## config.mk

```make
export PLATFORM = sky130hd
export DESIGN_NAME = layer_sequencer_flat
export DESIGN_NICKNAME = d
export VERILOG_FILES = /design/src/rtl/layer_sequencer_if.sv /design/src/rtl/layer_sequencer.sv /design/src/flat_wrapper.sv
export SDC_FILE = /design/constraint.sdc
export NUM_CORES = 1
export LEC_CHECK = 0
export CORE_UTILIZATION = 57
export CTS_CLUSTER_SIZE = 8
export DETAILED_ROUTE_END_ITERATION = 10
export DONT_BUFFER_PORTS = 1
export PLACE_DENSITY = 0.78
export RECOVER_POWER = 100
export SYNTH_ARGS = -nofsm -noshare
export SYNTH_HDL_FRONTEND = slang
export SYNTH_SLANG_ARGS = --single-unit
```

## constraint.sdc

```tcl
create_clock -name clk -period 2.93 [get_ports clk]
set_input_delay 0.293 -clock clk [delete_from_list [all_inputs] [get_ports clk]]
set_output_delay 0.293 -clock clk [all_outputs]
set_load 0.02 [all_outputs]
```

## src/rtl/layer_sequencer_if.sv

```systemverilog
// ---------------------------------------------------------------------------
// layer_sequencer_if : config port, input stream and output stream bundle
// Rev 1.0
// ---------------------------------------------------------------------------
`default_nettype none

interface layer_sequencer_if #(
    parameter int NUM_INPUTS  = 1,
    parameter int NUM_OUTPUTS = 1,
    parameter int WIDTH       = 8
);
    localparam int AW = $clog2(NUM_OUTPUTS*NUM_INPUTS + NUM_OUTPUTS);

    logic                           cfg_we;
    logic [AW-1:0]                  cfg_addr;
    logic [WIDTH-1:0]               cfg_wdata;
    logic                           cfg_err;
    logic                           in_valid;
    logic                           in_ready;
    logic [WIDTH*NUM_INPUTS-1:0]    in_values;
    logic                           out_valid;
    logic                           out_ready;
    logic [WIDTH*NUM_OUTPUTS-1:0]   out_values;

    modport slave (
        input  cfg_we, cfg_addr, cfg_wdata, in_valid, in_values, out_ready,
        output cfg_err, in_ready, out_valid, out_values
    );

    modport master (
        output cfg_we, cfg_addr, cfg_wdata, in_valid, in_values, out_ready,
        input  cfg_err, in_ready, out_valid, out_values
    );
endinterface

`default_nettype wire

```

## src/rtl/layer_sequencer.sv

```systemverilog
// ---------------------------------------------------------------------------
// layer_sequencer : fire/collect controller around one fully-connected layer;
//                   LAYER_SEQ_PERF_EN adds done/timeout performance counters
// Rev 1.0
// ---------------------------------------------------------------------------
`default_nettype none

module layer_sequencer #(
    parameter int NUM_INPUTS     = 1,
    parameter int NUM_OUTPUTS    = 1,
    parameter int WIDTH          = 8,
    parameter int TIMEOUT_CYCLES = 64
) (
    input  logic                                   clk,
    input  logic                                   rst_n,
    layer_sequencer_if.slave                       bus,
    output logic [WIDTH*NUM_INPUTS-1:0]            l_values_in,
    output logic [WIDTH*NUM_OUTPUTS*NUM_INPUTS-1:0] l_weights_in,
    output logic [WIDTH*NUM_OUTPUTS-1:0]           l_bias_in,
    output logic                                   l_valid_in,
    input  logic [WIDTH*NUM_OUTPUTS-1:0]           l_values_out,
    input  logic [NUM_OUTPUTS-1:0]                 l_valids_out,
    output logic                                   timeout_err,
    output logic                                   busy
`ifdef LAYER_SEQ_PERF_EN
    ,
    output logic [31:0]                            perf_done,
    output logic [15:0]                            perf_tmo
`endif
);
    localparam int NUM_W = NUM_OUTPUTS * NUM_INPUTS;
    localparam int TOTAL = NUM_W + NUM_OUTPUTS;
    localparam int CW    = $clog2(TIMEOUT_CYCLES);

    typedef enum logic [1:0] {
        S_IDLE = 2'd0,
        S_FIRE = 2'd1,
        S_WAIT = 2'd2,
        S_HOLD = 2'd3
    } state_t;

    state_t                   state, state_next;
    logic [WIDTH*TOTAL-1:0]   cfg_regs;
    logic [NUM_OUTPUTS-1:0]   mask, mask_next, capture;
    logic [CW-1:0]            cnt, cnt_next;
    logic                     accept;
    logic                     cfg_ok;

    // Weights occupy the low words, biases the words above them.
    assign l_weights_in   = cfg_regs[WIDTH*NUM_W-1:0];
    assign l_bias_in      = cfg_regs[WIDTH*TOTAL-1:WIDTH*NUM_W];
    assign l_valid_in     = (state == S_FIRE);
    assign bus.out_valid  = (state == S_HOLD);
    assign busy           = (state != S_IDLE);
    assign accept         = (state == S_IDLE) && bus.in_valid && bus.in_ready;
    assign cfg_ok         = bus.cfg_we && (state == S_IDLE) && (int'(bus.cfg_addr) < TOTAL);

    always_ff @(posedge clk or negedge rst_n) begin
        if (!rst_n) begin
            state <= S_IDLE;
        end else begin
            state <= state_next;
        end
    end

    always_comb begin
        state_next  = state;
        mask_next   = mask;
        cnt_next    = cnt;
        capture     = '0;
        timeout_err = 1'b0;
        case (state)
            S_IDLE: begin
                if (accept) begin
                    mask_next  = '0;
                    cnt_next   = '0;
                    state_next = S_FIRE;
                end
            end
            S_FIRE: state_next = S_WAIT;
            S_WAIT: begin
                capture   = l_valids_out & ~mask;
                mask_next = mask | l_valids_out;
                if (&mask_next) begin
                    state_next = S_HOLD;
                end else if (cnt == CW'(TIMEOUT_CYCLES - 1)) begin
                    timeout_err = 1'b1;
                    state_next  = S_IDLE;
                end else begin
                    cnt_next = cnt + 1'b1;
                end
            end
            S_HOLD: begin
                if (bus.out_ready) begin
                    state_next = S_IDLE;
                end
            end
            default: state_next = S_IDLE;
        endcase
    end

    always_ff @(posedge clk or negedge rst_n) begin
        if (!rst_n) begin
            cfg_regs       <= '0;
            l_values_in    <= '0;
            bus.out_values <= '0;
            mask           <= '0;
            cnt            <= '0;
            bus.in_ready   <= 1'b0;
            bus.cfg_err    <= 1'b0;
        end else begin
            bus.in_ready <= (state_next == S_IDLE);
            bus.cfg_err  <= bus.cfg_we && !cfg_ok;
            mask         <= mask_next;
            cnt          <= cnt_next;
            if (accept) begin
                l_values_in <= bus.in_values;
            end
            for (int n = 0; n < NUM_OUTPUTS; n++) begin
                if (capture[n]) begin
                    bus.out_values[n*WIDTH +: WIDTH] <= l_values_out[n*WIDTH +: WIDTH];
                end
            end
            for (int i = 0; i < TOTAL; i++) begin
                if (cfg_ok && (int'(bus.cfg_addr) == i)) begin
                    cfg_regs[i*WIDTH +: WIDTH] <= bus.cfg_wdata;
                end
            end
        end
    end

`ifdef LAYER_SEQ_PERF_EN
    always_ff @(posedge clk or negedge rst_n) begin
        if (!rst_n) begin
            perf_done <= '0;
            perf_tmo  <= '0;
        end else begin
            if ((state == S_HOLD) && bus.out_ready && (perf_done != '1)) begin
                perf_done <= perf_done + 1'b1;
            end
            if (timeout_err && (perf_tmo != '1)) begin
                perf_tmo <= perf_tmo + 1'b1;
            end
        end
    end
`endif

endmodule

`default_nettype wire
```

## src/flat_wrapper.sv

```systemverilog
// flat-port wrapper written by rule: the top's interface ports become plain ports
module layer_sequencer_flat 
#(
    parameter int NUM_INPUTS     = 1,
    parameter int NUM_OUTPUTS    = 1,
    parameter int WIDTH          = 8,
    parameter int TIMEOUT_CYCLES = 64
)
  (clk, rst_n, l_values_in, l_weights_in, l_bias_in, l_valid_in, l_values_out, l_valids_out, timeout_err, busy, bus_cfg_we, bus_cfg_addr, bus_cfg_wdata, bus_in_valid, bus_in_values, bus_out_ready, bus_cfg_err, bus_in_ready, bus_out_valid, bus_out_values);
  layer_sequencer_if #(.NUM_INPUTS(NUM_INPUTS), .NUM_OUTPUTS(NUM_OUTPUTS), .WIDTH(WIDTH)) bus_i ();
  input  logic clk;
  input  logic rst_n;
  output logic [WIDTH*NUM_INPUTS-1:0] l_values_in;
  output logic [WIDTH*NUM_OUTPUTS*NUM_INPUTS-1:0] l_weights_in;
  output logic [WIDTH*NUM_OUTPUTS-1:0] l_bias_in;
  output logic l_valid_in;
  input  logic [WIDTH*NUM_OUTPUTS-1:0] l_values_out;
  input  logic [NUM_OUTPUTS-1:0] l_valids_out;
  output logic timeout_err;
  output logic busy;
  input wire logic [$bits(bus_i.cfg_we)-1:0] bus_cfg_we;
  input wire logic [$bits(bus_i.cfg_addr)-1:0] bus_cfg_addr;
  input wire logic [$bits(bus_i.cfg_wdata)-1:0] bus_cfg_wdata;
  input wire logic [$bits(bus_i.in_valid)-1:0] bus_in_valid;
  input wire logic [$bits(bus_i.in_values)-1:0] bus_in_values;
  input wire logic [$bits(bus_i.out_ready)-1:0] bus_out_ready;
  output wire logic [$bits(bus_i.cfg_err)-1:0] bus_cfg_err;
  output wire logic [$bits(bus_i.in_ready)-1:0] bus_in_ready;
  output wire logic [$bits(bus_i.out_valid)-1:0] bus_out_valid;
  output wire logic [$bits(bus_i.out_values)-1:0] bus_out_values;
  assign bus_i.cfg_we = bus_cfg_we;
  assign bus_i.cfg_addr = bus_cfg_addr;
  assign bus_i.cfg_wdata = bus_cfg_wdata;
  assign bus_i.in_valid = bus_in_valid;
  assign bus_i.in_values = bus_in_values;
  assign bus_i.out_ready = bus_out_ready;
  assign bus_cfg_err = bus_i.cfg_err;
  assign bus_in_ready = bus_i.in_ready;
  assign bus_out_valid = bus_i.out_valid;
  assign bus_out_values = bus_i.out_values;
  layer_sequencer #(.NUM_INPUTS(NUM_INPUTS), .NUM_OUTPUTS(NUM_OUTPUTS), .WIDTH(WIDTH), .TIMEOUT_CYCLES(TIMEOUT_CYCLES)) u_core (.clk(clk), .rst_n(rst_n), .bus(bus_i), .l_values_in(l_values_in), .l_weights_in(l_weights_in), .l_bias_in(l_bias_in), .l_valid_in(l_valid_in), .l_values_out(l_values_out), .l_valids_out(l_valids_out), .timeout_err(timeout_err), .busy(busy));
endmodule
```

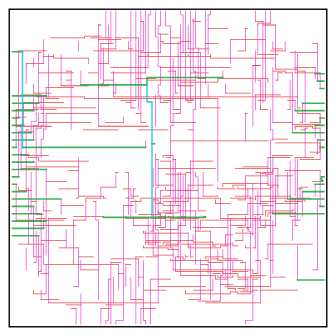
(run_1/wires.png)
[metal 4] cyan | wire length: 43.1 um
[metal 2] magenta | wire length: 1560 um
[metal 1] red | wire length: 1250 um
[metal 3] green | wire length: 201 um

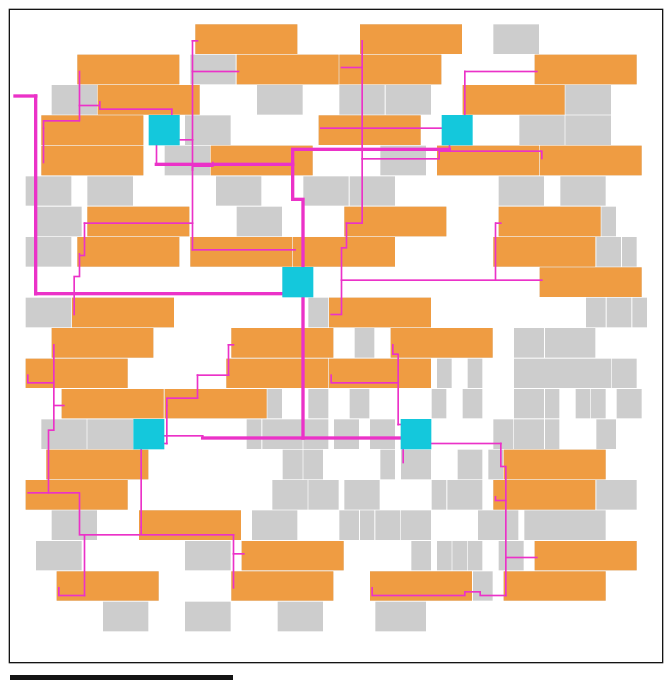
(run_1/clk_routes.png)
Bar = 20 um.
[clock drivers] cyan | count: 5
[clock wires] magenta | length: 433 um
[flip-flops] orange | count: 43
routed clock nets: 6
flops lie: widely spread

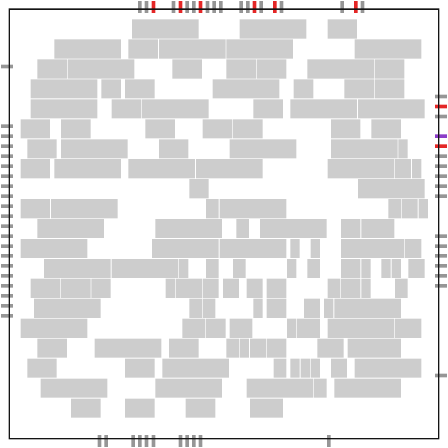
(run_1/io_placement.png)
Pins as bars across the die edge, other pins in grey.
[bus_cfg_addr] purple | pins: 1 | direction: input | edge: east
[l_weights_in] red | pins: 8 | direction: output | edge: 6 north, 2 east
all pins by edge: 21 west, 20 north, 17 east, 11 south

==> flow report, run 1 <==
=================================================================================
Die height .........................................................      58.4 um
Top achievable clock speed .........................................    0.465 GHz
Main area contributors ............................................. dfrtp_1 (59%), mux2_2 (20%), o21ai_0 (1.7%), nand2_1 (1.7%), nor2_1 (1.7%)
Clock-cell share of area ...........................................        2.37%
Arrival @ worst endpoint ...........................................      2410 ps
Cells after Synth ..................................................          134
Number of pins with negative max-slew slack in the final report ....            0
Signal buffers share of area .......................................        1.58%
Clock latency on the worst-skew pair ...............................       340 ps
Final setup viols ..................................................            0
Period Utilization, post-route .....................................        73.5%
Post-detailed-placement cell area ..................................    1840 um^2
Hold_ws ............................................................      88.9 ps
Seq/total area .....................................................        56.7%
Number of tap cells inserted .......................................           44
Seq_cells ..........................................................           43
Mux share of post-synthesis cell area ..............................        21.0%
Worst VDD drop .....................................................     0.566 mV
Nature of the critical path endpoint ...............................    flip-flop
Run status ......................................................... finished, final reports clean
Flip-flop and latch count after synthesis ..........................           43
Seq pwr share ......................................................        65.0%
CP max FO ..........................................................           18
Reg-to-reg critical path endpoint .................................. u_core.cnt[3]$_DFFE_PN0P_
Floorplan utilization ..............................................        59.8%
Number of buffers inserted by hold repair at cts ...................            2
Power share of the clock group .....................................        12.0%
Number of cells in the design after placement ......................          174
Detailed placement HPWL ............................................      2250 um
Final weighted congestion of routability-driven global placement ...        0.806
Yosys cell count ...................................................          134
Slowest cell delay on critical path ................................       760 ps
Required @ worst endpoint ..........................................      3190 ps
Total area of multi-input combinational cells ......................     688 um^2
Min-Delay Endpoint ................................................. u_core.bus.cfg_err$_DFF_PN0_
Reported max-cap violation count ...................................            0
Count of final hold-check violations ...............................            0
Registers with the most flip-flops ................................. u_core.cfg_regs (16), u_core.bus.out_values (8), u_core.l_values_in (8)
Number of warning messages in the yosys log ........................            0
Internal Dissipation ...............................................      1230 uW
Mapped Area ........................................................    1810 um^2
Non-clock buffers ..................................................            2
Area fraction in and, or, nand and nor cells after synthesis .......        11.2%
Most frequent cells in the layout .................................. dfrtp_1 (43), mux2_2 (32), nor2_1 (10)
Setup repair after global routing missed its margin ................        false
Most common cell after layout, fill and taps aside .................      dfrtp_1
Site Rows ..........................................................           20
Hold depth .........................................................            1
Number of setup buffers added after CTS ............................            0
Worst hold-check path type ......................................... primary input to flip-flop
Via count ..........................................................         1032
Final core occ .....................................................        62.7%
Ranking of synthesized cells by instance count ..................... dfrtp_1 (43), mux2_2 (32), nand2_1 (8), nor2_1 (8), o21ai_0 (6)
Post-synth top area share ..........................................        59.4%
Register clock-pin slew on the reported worst setup and hold paths .       110 ps
Fa+ha+maj area frac ................................................       0.691%
Die W ..............................................................      58.4 um
Clock buffer count in the final layout .............................            5
Clock Sink Count ...................................................           43
Mean instance size in the synthesized netlist ......................    13.5 um^2
Number of cells upsized or downsized after cts .....................            0
End point of the critical path ..................................... u_core.cnt[3]$_DFFE_PN0P_
Filler Cells Inserted ..............................................          245
Floorplan die area .................................................    3410 um^2
Critical path's slowest cell .......................................     and4bb_1
=================================================================================
[run 1: power groups by stage]
stage / sequential (uW) / combinational, uW / clock, uW
5_1_grt: 1420 / 548 / 296
4_1_cts: 1390 / 509 / 267
3_3_place_gp: 1390 / 463 / 0
3_5_place_dp: 1400 / 493 / 0
2_1_floorplan: 1330 / 461 / 0
6_report: 1390 / 491 / 256
[run 1: critical path: cells and delay by family, from the launching register on]
kind / cells / cell delay (ps)
AND-OR/OR-AND: 2 / 400
flip-flops: 1 / 490
AND/OR/NAND/NOR: 2 / 1170
[run 1: metal layers]
metal	track usage [%]	part of all wire (%)
met1	22.0	41
met2	33.3	51
met3	7.91	6.6
met4	8.16	1.4
met5	0	0
==> run 2: changes to the inputs <==
Settings changed: CORE_UTILIZATION 57 to 55, PLACE_DENSITY 0.78 to 0.79.
Clock period 2.93 ns to 1.91 ns, I/O delays scaled along.
==> flow report, run 2 <==
=================================================================================
Main area contributors ............................................. dfrtp_1 (59%), mux2_2 (20%), o21ai_0 (1.7%), nand2_1 (1.7%), nor2_1 (1.7%)
Fa+ha+maj area frac ................................................       0.691%   unchanged
Final weighted congestion of routability-driven global placement ...        0.860   +6.8%
Mux share of post-synthesis cell area ..............................        21.0%   unchanged
Reg-to-reg critical path endpoint .................................. u_core.l_values_in[3]$_DFFE_PN0P_
Run status ......................................................... finished, final reports clean
Gate family responsible for the most delay along the worst path ....   flip-flops
Floorplan utilization ..............................................        58.8%   -0.97 points
Final setup viols ..................................................            0   unchanged
Register clock-pin slew on the reported worst setup and hold paths .       120 ps   about the same
Worst hold-check path type ......................................... primary input to flip-flop
Nature of the critical path endpoint ...............................    flip-flop
Clock Sink Count ...................................................           43   unchanged
Total buffers and inverters traversed by the critical path .........            1   +1
Number of buffers inserted by hold repair at cts ...................           28   +26
Mean instance size in the synthesized netlist ......................    13.5 um^2   unchanged
Detailed placement HPWL ............................................      2210 um   -1.8%
Slowest cell delay on critical path ................................       510 ps   -250 ps
Top achievable clock speed .........................................    0.550 GHz   +18%
Floorplan die area .................................................    3530 um^2   +3.5%
Most frequent cells in the layout .................................. dfrtp_1 (42), mux2_2 (31), dlygate4sd3_1 (27)
Count of final hold-check violations ...............................            0   unchanged
Number of pins with negative max-slew slack in the final report ....            0   unchanged
Post-detailed-placement cell area ..................................    1840 um^2   +0.41%
Hold_ws ............................................................      55.4 ps   -33.5 ps
Area fraction in and, or, nand and nor cells after synthesis .......        11.2%   unchanged
Site Rows ..........................................................           20   unchanged
Stages on the worst setup path .....................................            3   -1
Ranking of synthesized cells by instance count ..................... dfrtp_1 (43), mux2_2 (32), nand2_1 (8), nor2_1 (8), o21ai_0 (6)
Worst VDD drop .....................................................      1.03 mV   +83%
Internal Dissipation ...............................................      2010 uW   +63%
Seq pwr share ......................................................        62.0%   -3.0 points
Power share of the clock group .....................................        14.7%   +2.7 points
Number of setup buffers added after CTS ............................            0   unchanged
Clock latency on the worst-skew pair ...............................       360 ps   +20 ps
Registers with the most flip-flops ................................. u_core.cfg_regs (16), u_core.bus.out_values (8), u_core.l_values_in (8)
Reported max-cap violation count ...................................            0   unchanged
Die height .........................................................      59.4 um   +1.7%
Required @ worst endpoint ..........................................      2160 ps   -1030 ps
Critical path's slowest cell .......................................      dfrtp_1
=================================================================================
run 2: cell counts after synthesis:
Identical to the previous run, type by type.
run 2: final cells by class:
type,instances,area (um^2)
Sequential cell,43,1080
Multi-Input combinational cell,86,702
Timing Repair Buffer,29,280
Inverter,1,3.75
Fill cell,206,887
Clock buffer,7,65.1
Tap cell,44,55.1
Clock inverter,1,7.51
run 2: power by group through the flow:
stage	clock (uW)	sequential, uW	combinational [uW]
CTS	517	2140	822
finish	508	2140	806
global placement	0	2140	708
detailed placement	0	2160	757
global route	565	2210	900
floorplan	0	2030	707
run 2: metal layers:
layer	GRT usage, %	vias up	routed length (um)
li1	-	539	-
met1	25.4	576	1380
met2	35.5	61	1740
met3	7.42	8	298
met4	11.6	0	70
met5	0	-	0
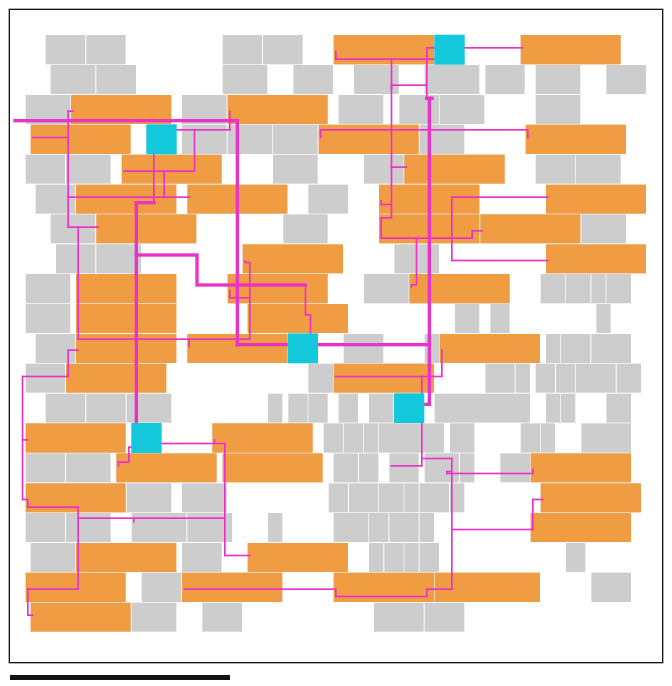
(run_2/clk_routes.png)
Bar = 20 um.
[clock wires] magenta | length: 490 um
[clock drivers] cyan | count: 5
[flip-flops] orange | count: 43
flops lie: widely spread
routed clock nets: 6

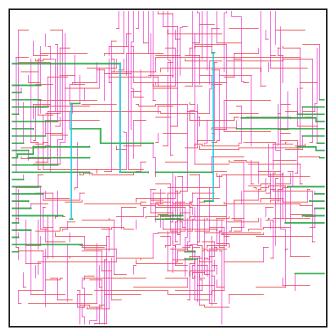
(run_2/wires.png)
[metal 1] red | wire length: 1380 um
[metal 3] green | wire length: 299 um
[metal 2] magenta | wire length: 1740 um
[metal 4] cyan | wire length: 70.0 um
via count: 1184
total length of routed wires: 3490 um
all-layer global routing usage: 21.8%

==> run 3: changes to the inputs <==
Settings changed: SKIP_CTS_REPAIR_TIMING set to 1.
==> flow report, run 3 <==
=================================================================================
Run status ......................................................... finished, final reports clean
Clock Sink Count ...................................................           43   unchanged
Most frequent cells in the layout .................................. dfrtp_1 (42), mux2_2 (32), dlygate4sd3_1 (27)
Grt met1 use .......................................................        22.8%   -2.6 points
Worst hold-check path type ......................................... primary input to flip-flop
All-layer global routing usage .....................................        19.3%   -2.5 points
Via count ..........................................................         1176   -0.68%
Worst VDD drop .....................................................     0.982 mV   -5.1%
Reg-to-reg critical path endpoint .................................. u_core.l_values_in[3]$_DFFE_PN0P_
Mean instance size in the synthesized netlist ......................    13.5 um^2   unchanged
Floorplan die area .................................................    3530 um^2   unchanged
Register clock-pin slew on the reported worst setup and hold paths .       120 ps   about the same
Stages on the worst setup path .....................................            3   unchanged
Slowest cell delay on critical path ................................       510 ps   about the same
Number of pins with negative max-slew slack in the final report ....            0   unchanged
Global route hottest layer .........................................         met2
Detailed placement HPWL ............................................      2210 um   unchanged
Final weighted congestion of routability-driven global placement ...        0.860   unchanged
Met3 Use GR ........................................................        5.90%   -1.5 points
Internal Dissipation ...............................................      2010 uW   +0.15%
Post-detailed-placement cell area ..................................    1840 um^2   unchanged
Required @ worst endpoint ..........................................      2160 ps   about the same
Critical path's slowest cell .......................................      dfrtp_1
Ranking of synthesized cells by instance count ..................... dfrtp_1 (43), mux2_2 (32), nand2_1 (8), nor2_1 (8), o21ai_0 (6)
Gate family responsible for the most delay along the worst path ....   flip-flops
Met2 usage .........................................................        30.8%   -4.7 points
Met1 Wirelength ....................................................      1360 um   -1.4%
Total length of routed met2 wires ..................................      1740 um   about the same
Final setup viols ..................................................            0   unchanged
Count of final hold-check violations ...............................            0   unchanged
Reported max-cap violation count ...................................            0   unchanged
Registers with the most flip-flops ................................. u_core.cfg_regs (16), u_core.bus.out_values (8), u_core.l_values_in (8)
Total length of routed wires .......................................      3440 um   -1.5%
Power attributed to sequential cells ...............................      2150 uW   about the same
Hold_ws ............................................................      53.7 ps   -1.69 ps
=================================================================================
==> run 3: cell types whose count changed in the layout (fill, tap and decap cells not counted) <==
cell / change
mux2_1: -1
mux2_2: +1
==> run 3: cell type report <==
class / instances / area [um^2]
clock inverters: 1 / 7.51
well taps: 44 / 55.1
inverters: 1 / 3.75
fillers: 211 / 887
repair buffers: 29 / 280
clock buffers: 7 / 65.1
flip-flops and latches: 43 / 1080
multi-input cells: 86 / 702
==> run 3: cells by family after synthesis <==
kind of cell	after synthesis	synth area share, %
multiplexers	34	21.0
buffers and inverters	5	1.80
adder cells (fa/ha/maj)	1	0.691
XOR/XNOR	1	0.484
flip-flops	43	59.4
AND/OR/NAND/NOR	35	11.2
AND-OR/OR-AND	15	5.39
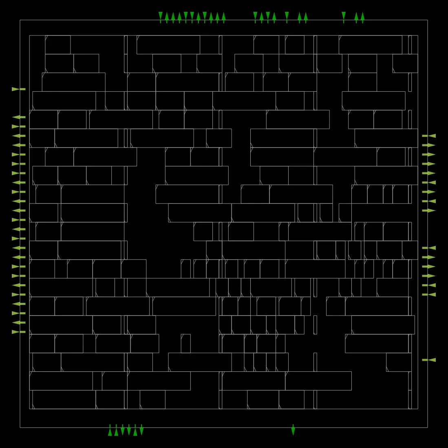
(run_3/placement.png)
post-route insts no fill: 211
Core Footprint: 3080 um^2
Site Rows: 20

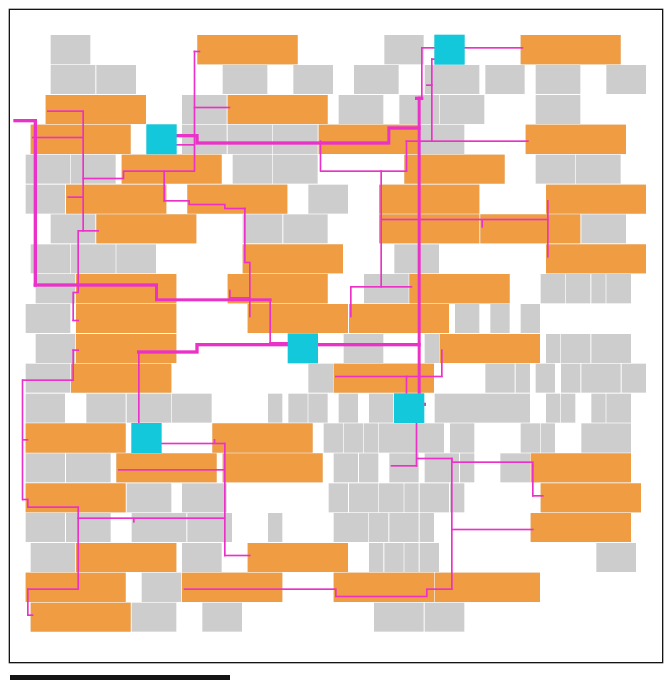
(run_3/clk_routes.png)
Bar = 20 um.
Worst Clk Skew: 3.33 ps
power share of the clock group: 14.5%
power of the clock network: 500 uW
clock latency on the worst-skew pair: 350 ps

No activity file was given, so power comes from the tool's default toggle rates.
